File: config.mk
export PLATFORM = sky130hd
export DESIGN_NAME = load_store_unit
export DESIGN_NICKNAME = d
export VERILOG_FILES = /design/src/rtl/load_store_unit.sv
export SDC_FILE = /design/constraint.sdc
export NUM_CORES = 1
export LEC_CHECK = 0
export CAP_MARGIN = 20
export CORE_AREA = 2 2 141 143
export CTS_CLUSTER_DIAMETER = 50
export DETAILED_ROUTE_END_ITERATION = 12
export DIE_AREA = 0 0 143 145
export MAX_ROUTING_LAYER = met4
export PLACE_DENSITY = 0.52
export SLEW_MARGIN = 20
export SYNTH_ARGS = -nofsm -noshare
export SYNTH_HDL_FRONTEND = slang
export SYNTH_SLANG_ARGS = --single-unit
File: constraint.sdc
create_clock -name clock -period 2.5 [get_ports clock]
set_clock_uncertainty 0.15 [all_clocks]
set_input_delay 0.375 -clock clock [delete_from_list [all_inputs] [get_ports clock]]
set_output_delay 0.375 -clock clock [all_outputs]
set_load 0.005 [all_outputs]
File: src/rtl/load_store_unit.sv
// Byte-addressed load/store front end for a word-addressed data memory; sub-word stores use read-modify-write.
// Optional macro LSU_BOUND_CHECK_EN rejects word indices >= size at accept.
module load_store_unit #(
  parameter int bits = 32,
  parameter int addr = 20,
  parameter int size = 100
) (
  input  logic            clock,
  input  logic            reset,
  input  logic            req,
  input  logic            we,
  input  logic [1:0]      width,
  input  logic            sign_ext,
  input  logic [addr+1:0] byte_addr,
  input  logic [bits-1:0] wdata,
  output logic            ready,
  output logic            done,
  output logic            err,
  output logic [bits-1:0] rdata,
  output logic [1:0]      dm_flag,
  output logic [addr-1:0] dm_address,
  output logic [bits-1:0] dm_data,
  input  logic [bits-1:0] dm_read
);

  typedef enum logic [2:0] {IDLE, LOAD, MERGE, WRITE, DONE} state_t;

  state_t          state_reg;
  logic            ready_reg;
  logic            done_reg;
  logic            err_reg;
  logic            flag_reg;
  logic [bits-1:0] rdata_reg;
  logic [addr-1:0] addr_reg;
  logic [bits-1:0] data_reg;
  logic [1:0]      width_reg;
  logic            sign_reg;
  logic [1:0]      off_reg;
  logic [15:0]     wdata_reg;

  logic            misalign;
  logic            range_en;
  logic            out_of_range;
  logic            reject;
  logic [7:0]      rd_byte [4];
  logic [7:0]      lane_byte;
  logic [15:0]     lane_half;
  logic [bits-1:0] load_word;
  logic [bits-1:0] merged_word;

`ifdef LSU_BOUND_CHECK_EN
  assign range_en = 1'b1;
`else
  assign range_en = 1'b0;
`endif

  assign out_of_range = range_en && (32'(byte_addr[addr+1:2]) >= size);

  always_comb begin
    misalign = 1'b0;
    case (width)
      2'd1:    misalign = byte_addr[0];
      2'd2:    misalign = |byte_addr[1:0];
      2'd3:    misalign = 1'b1;
      default: misalign = 1'b0;
    endcase
  end

  assign reject = misalign || out_of_range;

  // Little-endian lanes: byte k is bits 8k+7:8k; a halfword covers lanes 2h and 2h+1.
  for (genvar gi = 0; gi < 4; gi++) begin : g_lane
    logic hit_byte;
    logic hit_half;
    assign rd_byte[gi] = dm_read[8*gi +: 8];
    assign hit_byte    = (width_reg == 2'd0) && (off_reg == 2'(gi));
    assign hit_half    = (width_reg == 2'd1) && (off_reg[1] == 1'(gi / 2));
    assign merged_word[8*gi +: 8] = hit_byte ? wdata_reg[7:0] :
                                    hit_half ? wdata_reg[8*(gi%2) +: 8] :
                                               dm_read[8*gi +: 8];
  end

  assign lane_byte = rd_byte[off_reg];
  assign lane_half = off_reg[1] ? dm_read[31:16] : dm_read[15:0];

  always_comb begin
    load_word = dm_read;
    case (width_reg)
      2'd0:    load_word = {{24{sign_reg & lane_byte[7]}}, lane_byte};
      2'd1:    load_word = {{16{sign_reg & lane_half[15]}}, lane_half};
      default: load_word = dm_read;
    endcase
  end

  always_ff @(posedge clock) begin
    if (reset) begin
      state_reg <= IDLE;
      ready_reg <= 1'b1;
      done_reg  <= 1'b0;
      err_reg   <= 1'b0;
      flag_reg  <= 1'b0;
      rdata_reg <= '0;
      addr_reg  <= '0;
      data_reg  <= '0;
      width_reg <= 2'd0;
      sign_reg  <= 1'b0;
      off_reg   <= 2'd0;
      wdata_reg <= '0;
    end else begin
      done_reg <= 1'b0;
      err_reg  <= 1'b0;
      flag_reg <= 1'b0;
      case (state_reg)
        IDLE: begin
          if (req) begin
            width_reg <= width;
            sign_reg  <= sign_ext;
            off_reg   <= byte_addr[1:0];
            wdata_reg <= wdata[15:0];
            ready_reg <= 1'b0;
            if (reject) begin
              state_reg <= DONE;
              done_reg  <= 1'b1;
              err_reg   <= 1'b1;
            end else begin
              addr_reg <= byte_addr[addr+1:2];
              if (!we) begin
                state_reg <= LOAD;
              end else if (width == 2'd2) begin
                state_reg <= WRITE;
                data_reg  <= wdata;
                flag_reg  <= 1'b1;
              end else begin
                state_reg <= MERGE;
              end
            end
          end
        end
        LOAD: begin
          rdata_reg <= load_word;
          done_reg  <= 1'b1;
          state_reg <= DONE;
        end
        MERGE: begin
          data_reg  <= merged_word;
          flag_reg  <= 1'b1;
          state_reg <= WRITE;
        end
        WRITE: begin
          done_reg  <= 1'b1;
          state_reg <= DONE;
        end
        DONE: begin
          ready_reg <= 1'b1;
          state_reg <= IDLE;
        end
        default: begin
          ready_reg <= 1'b1;
          state_reg <= IDLE;
        end
      endcase
    end
  end

  // Reset must squash a write already presented to the memory in the same cycle.
  assign dm_flag    = {1'b0, flag_reg & ~reset};
  assign ready      = ready_reg;
  assign done       = done_reg;
  assign err        = err_reg;
  assign rdata      = rdata_reg;
  assign dm_address = addr_reg;
  assign dm_data    = data_reg;

endmodule

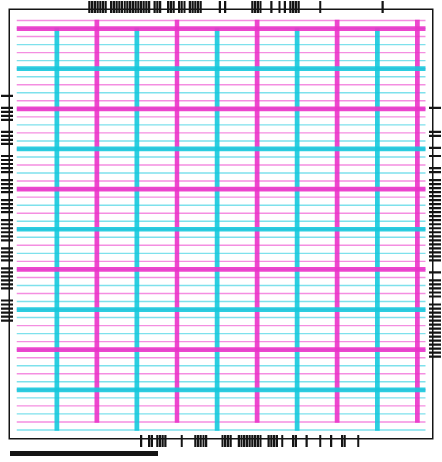
(run_1/floorplan.png)
Bar = 50 um. Pins as bars on the die edge.
Key: VSS = cyan; VDD = magenta
10 straps on met4. 10 straps on met5. 52 met1 rails follow the rows.
Die Width: 143 um
maximum vdd ir drop: 334.1 uV
Die Y: 145 um
core box area: 0.01921 mm2

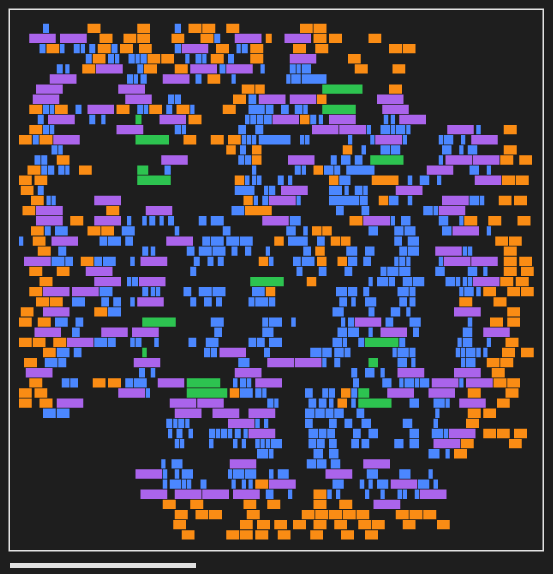
(run_1/class_map.png)
Bar = 50 um.
Key: registers = purple [cells 112, share of their area 30%]; remaining logic cells = blue [cells 474, share of their area 38%]; remaining buffers and delay cells = orange [cells 208, share of their area 28%]; clock drivers and dummy loads = green [cells 16, share of their area 4.3%]
Seq area share: 0.2906
Layout Utilization: 0.4017
num rows: 51

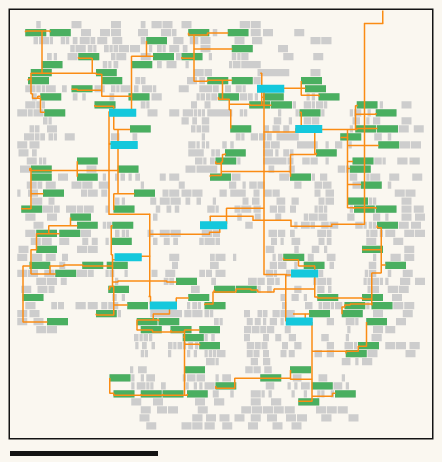
(run_1/clock_wires.png)
Bar = 50 um.
Key: flip-flops = green [count 112]; clock wires = orange [length 1480 um]; clock-net drivers = cyan [count 9]
Position of the flops: all over the die. There are 10 routed clock nets.

==> impl_metrics.ini, run 1 <==
; synthesis and place-and-route metrics
[status]
outcome = finished clean

[global_route]
grt_overflow = 0
grt_pass1_vias = 5254
grt_pass1_wl_um = 29920
antenna_found_initial = 1
grt_use_met2 = 0.2885
use_met3 = 0.03036
met1_usage = 0.2598

[routing]
wl_met1_um = 9422
drc = 0
drt-pass1-iter-count = 5
ant_nets = 0
dr_wl_met3_um = 920

[sta]
tightest_slew_ns = 0.7071
setup-tns-final_ns = 0
clock.fmax_mhz = 473.8
setup_violations = 0
slew_viol_final = 0
period_minus_slack_ns = 2.110
hold_viol = 0
setup_ws_ns = 0.3896

[yosys]
synth-edff-count = 0
yosys-stat-area_mm2 = 0.005303
ys_sh_mux = 0.03634
synthAdderAreaFrac = 0
flop_cell = dfxtp_1
yosys-top-cells-area = dfxtp_1, nand2_1, a211oi_1
xor_share = 0
synth-simple-area-share = 0.2275
syn_area_per_cell_um2 = 8.208
synth_cell_types = 46
yosys.area_share.aoi = 0.2570
synth_warnings = 0
synth_top_area_share = 0.4228
ys_cells = 646
logic_family = AND-OR/OR-AND gates
fp_nets = 739
syn_area_mm2 = 0.005303
netlist_instances = 646

[critical_path]
path_cells = nor2b_1 -> buf_4 -> nand2_1 -> o21ai_0 -> o22ai_1
required_ns = 2.57
r2r_slack_ns = 0.39
critPathBufInv = 1
worstReg2RegStart = off_reg[1]$_SDFFE_PP0P_
arrival_ns = 2.18
startpoint = off_reg[1]$_SDFFE_PP0P_
cp.depth = 5
end_kind = flop
max_stage_delay_ns = 0.55

[flow_run]
maxCapViolCount = 0
warnings = 26

[power]
switchingPower_w = 0.001222
pg_seq_w = 0.00198
p_int_w = 0.003237
pwr-share-seq = 0.443
clk-power_w = 0.00157
swShare = 0.2740
pwr-share-clk = 0.353

[hold_path]
worstHoldPathType = in -> reg
min_from = reset
holdPathStages = 3

[cells_and_area]
nNonClkInverters = 2
antenna_cells = 1
lay_top_count = clkdlybuf4s50_1
clockBufferCount = 10
design.seq.count = 112
clockNetworkAreaShare = 0.04136

[place]
dp_hpwl_um = 14760
dp_slack_ns = 0.1495
placed_cells = 1059

[clocking]
cts.path.max_buffers = 2
path_clk_slew_ns = 0.08
cts_tree = yes
hold_buffers = 0
cts-resized-gates = 0

[floorplanning]
fp_util = 0.2761
ios = 182
taps = 265
==> run_1/congestion_map.png <==
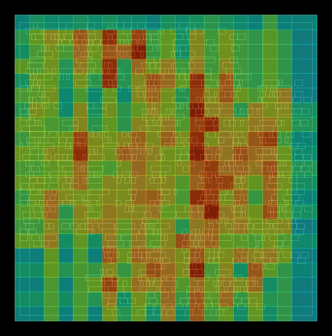

==> run 2: changes to the inputs <==
==> constraint.sdc (replaced) <==
create_clock -name clock -period 2.1 [get_ports clock]
set_clock_uncertainty 0.15 [all_clocks]
set_input_delay 0.315 -clock clock [delete_from_list [all_inputs] [get_ports clock]]
set_output_delay 0.315 -clock clock [all_outputs]
set_load 0.005 [all_outputs]
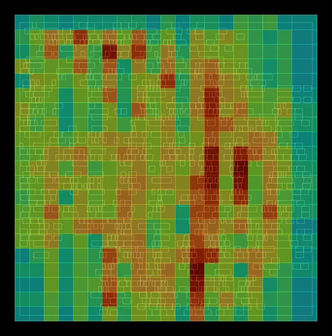
(run_2/congestion_map.png)
GR Util met1: 0.2656
M3 GR Usage: 0.02607

==> impl_metrics.ini, run 2 <==
; synthesis and place-and-route metrics
[status]
outcome = finished clean

[cells_and_area]
lay_top_count = clkdlybuf4s50_1
antenna_cells = 0
clockNetworkAreaShare = 0.03412
final_core_util = 0.4067
clockBufferCount = 11
sh_seq_area = 0.2872

[critical_path]
arrival_ns = 2.07
critPathBufInv = 2
required_ns = 2.22
cp.depth = 6
startpoint = width_reg[0]$_SDFFE_PP0P_
max_stage_delay_ns = 0.44

[global_route]
grt_pass1_vias = 5367
grt_pass1_wl_um = 30040
antenna_found_initial = 0

[sta]
tightest_slew_ns = 0.6519
period_minus_slack_ns = 1.953
clock.fmax_mhz = 512.1
slew_viol_final = 0

[yosys]
synth_top_area_share = 0.4228
flop_cell = dfxtp_1
synth_cell_types = 46
fp_nets = 739
logic_family = AND-OR/OR-AND gates
syn_area_per_cell_um2 = 8.208
ys_sh_mux = 0.03634
synth-edff-count = 0
xor_share = 0

[clocking]
hold_buffers = 0
path_clk_slew_ns = 0.07
cts-resized-gates = 1
cts_tree = yes

[hold_path]
holdPathStages = 2
min_from = reset

[place]
dp_hpwl_um = 14900

[routing]
dr_wl_met3_um = 1062
wl_met1_um = 9414
drc = 0

[floorplanning]
ios = 182
std_cell_rows = 51
taps = 265
design.core.area_mm2 = 0.01921
die_w_um = 143
die_h_um = 145

[power]
pwr-share-seq = 0.462
switchingPower_w = 0.001459
pg_seq_w = 0.00235

[flow_run]
maxCapViolCount = 0
==> run_2/clock_wires.png <==
Bar = 50 um.
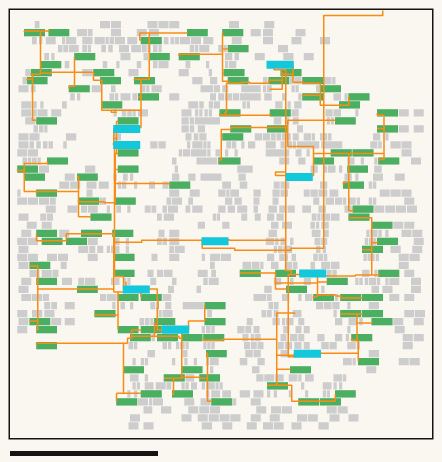

==> run 3: changes to the inputs <==
--- a/config.mk
+++ b/config.mk
@@ -6,12 +6,13 @@
 export NUM_CORES = 1
 export LEC_CHECK = 0
 export CAP_MARGIN = 20
-export CORE_AREA = 2 2 141 143
+export CORE_AREA = 2 2 119 121
 export CTS_CLUSTER_DIAMETER = 50
 export DETAILED_ROUTE_END_ITERATION = 12
-export DIE_AREA = 0 0 143 145
+export DIE_AREA = 0 0 121 123
 export MAX_ROUTING_LAYER = met4
-export PLACE_DENSITY = 0.52
+export PLACE_DENSITY = 0.7
+export SETUP_SLACK_MARGIN = 0.3
 export SLEW_MARGIN = 20
 export SYNTH_ARGS = -nofsm -noshare
 export SYNTH_HDL_FRONTEND = slang
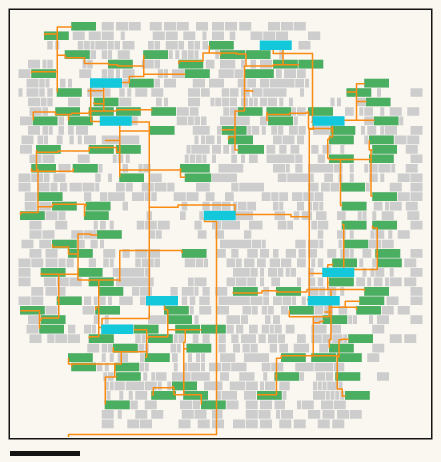
(run_3/clock_wires.png)
Bar = 20 um.
Key: clock wires = orange [length 1320 um]; flip-flops = green [count 112]; clock-net drivers = cyan [count 9]
Position of the flops: all over the die. There are 10 routed clock nets.

==> impl_metrics.ini, run 3 <==
; synthesis and place-and-route metrics
[yosys]
ys_cells = 646
syn_area_mm2 = 0.005303
fp_nets = 739
synth-edff-count = 0
synth_cell_types = 46
xor_share = 0
synthAdderAreaFrac = 0
synth_top_area_share = 0.4228
flop_cell = dfxtp_1
netlist_instances = 646
yosys-stat-area_mm2 = 0.005303
synth-simple-area-share = 0.2275
synth_warnings = 0
yosys.area_share.aoi = 0.2570
syn_area_per_cell_um2 = 8.208

[global_route]
grt_overflow = 0
use_met3 = 0.04151
grt_pass1_wl_um = 28100

[floorplanning]
die_h_um = 123
die_w_um = 121
design.core.area_mm2 = 0.01361
fp_util = 0.3896
std_cell_rows = 43
ios = 182
taps = 180

[flow_run]
warnings = 28
maxCapViolCount = 0

[cells_and_area]
clockNetworkAreaShare = 0.04221
design.seq.count = 112
sh_seq_area = 0.2814
lay_top_count = clkdlybuf4s50_1
final_core_util = 0.5879
nNonClkInverters = 2

[clocking]
path_clk_slew_ns = 0.07
cts-resized-gates = 14
cts.path.max_buffers = 2
cts_tree = yes

[power]
p_int_w = 0.003968
swShare = 0.2695
clk-power_w = 0.00193
pg_seq_w = 0.00234
pwr-share-seq = 0.432
peakVddDrop_uv = 449.9

[critical_path]
required_ns = 2.17
r2r_slack_ns = 0.28
path_cells = clkdlybuf4s50_1 -> mux4_2 -> or2_1 -> a31oi_4 -> buf_12 -> a211oi_1
max_stage_delay_ns = 0.48
cp.depth = 6
startpoint = dm_read[31]
worstReg2RegStart = off_reg[1]$_SDFFE_PP0P_
end_kind = flop
arrival_ns = 1.91

[hold_path]
holdPathStages = 3
min_from = we

[routing]
drt-pass1-iter-count = 5
dr_wl_met3_um = 1270
drc = 0

[sta]
hold_viol = 0
setup_violations = 0
clock.fmax_mhz = 542.9
slew_viol_final = 0
setup-tns-final_ns = 0
period_minus_slack_ns = 1.842
setup_ws_ns = 0.2582
whs_ns = 0.1458

[place]
dp_hpwl_um = 13530
dp_slack_ns = -0.1427

[status]
outcome = finished clean

==> gallery <==
Wiring by layer.
picture 1
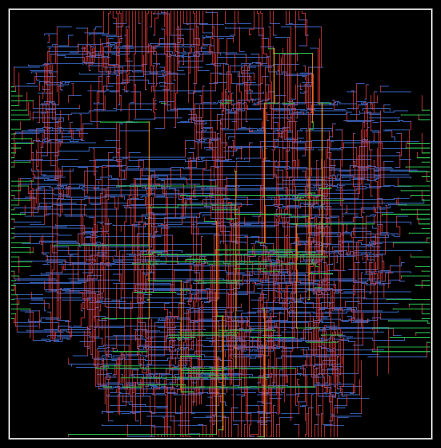
picture 2
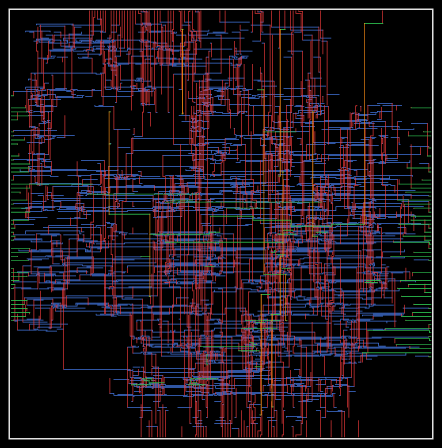
run 3: picture 1
run 1: picture 2

Key to picture 2:
Key: M2 = red [wire length 9010 um]; M4 = orange [wire length 450 um]; M1 = blue [wire length 9420 um]; M3 = green [wire length 920 um]

Power is estimated from default activity; no workload was simulated.
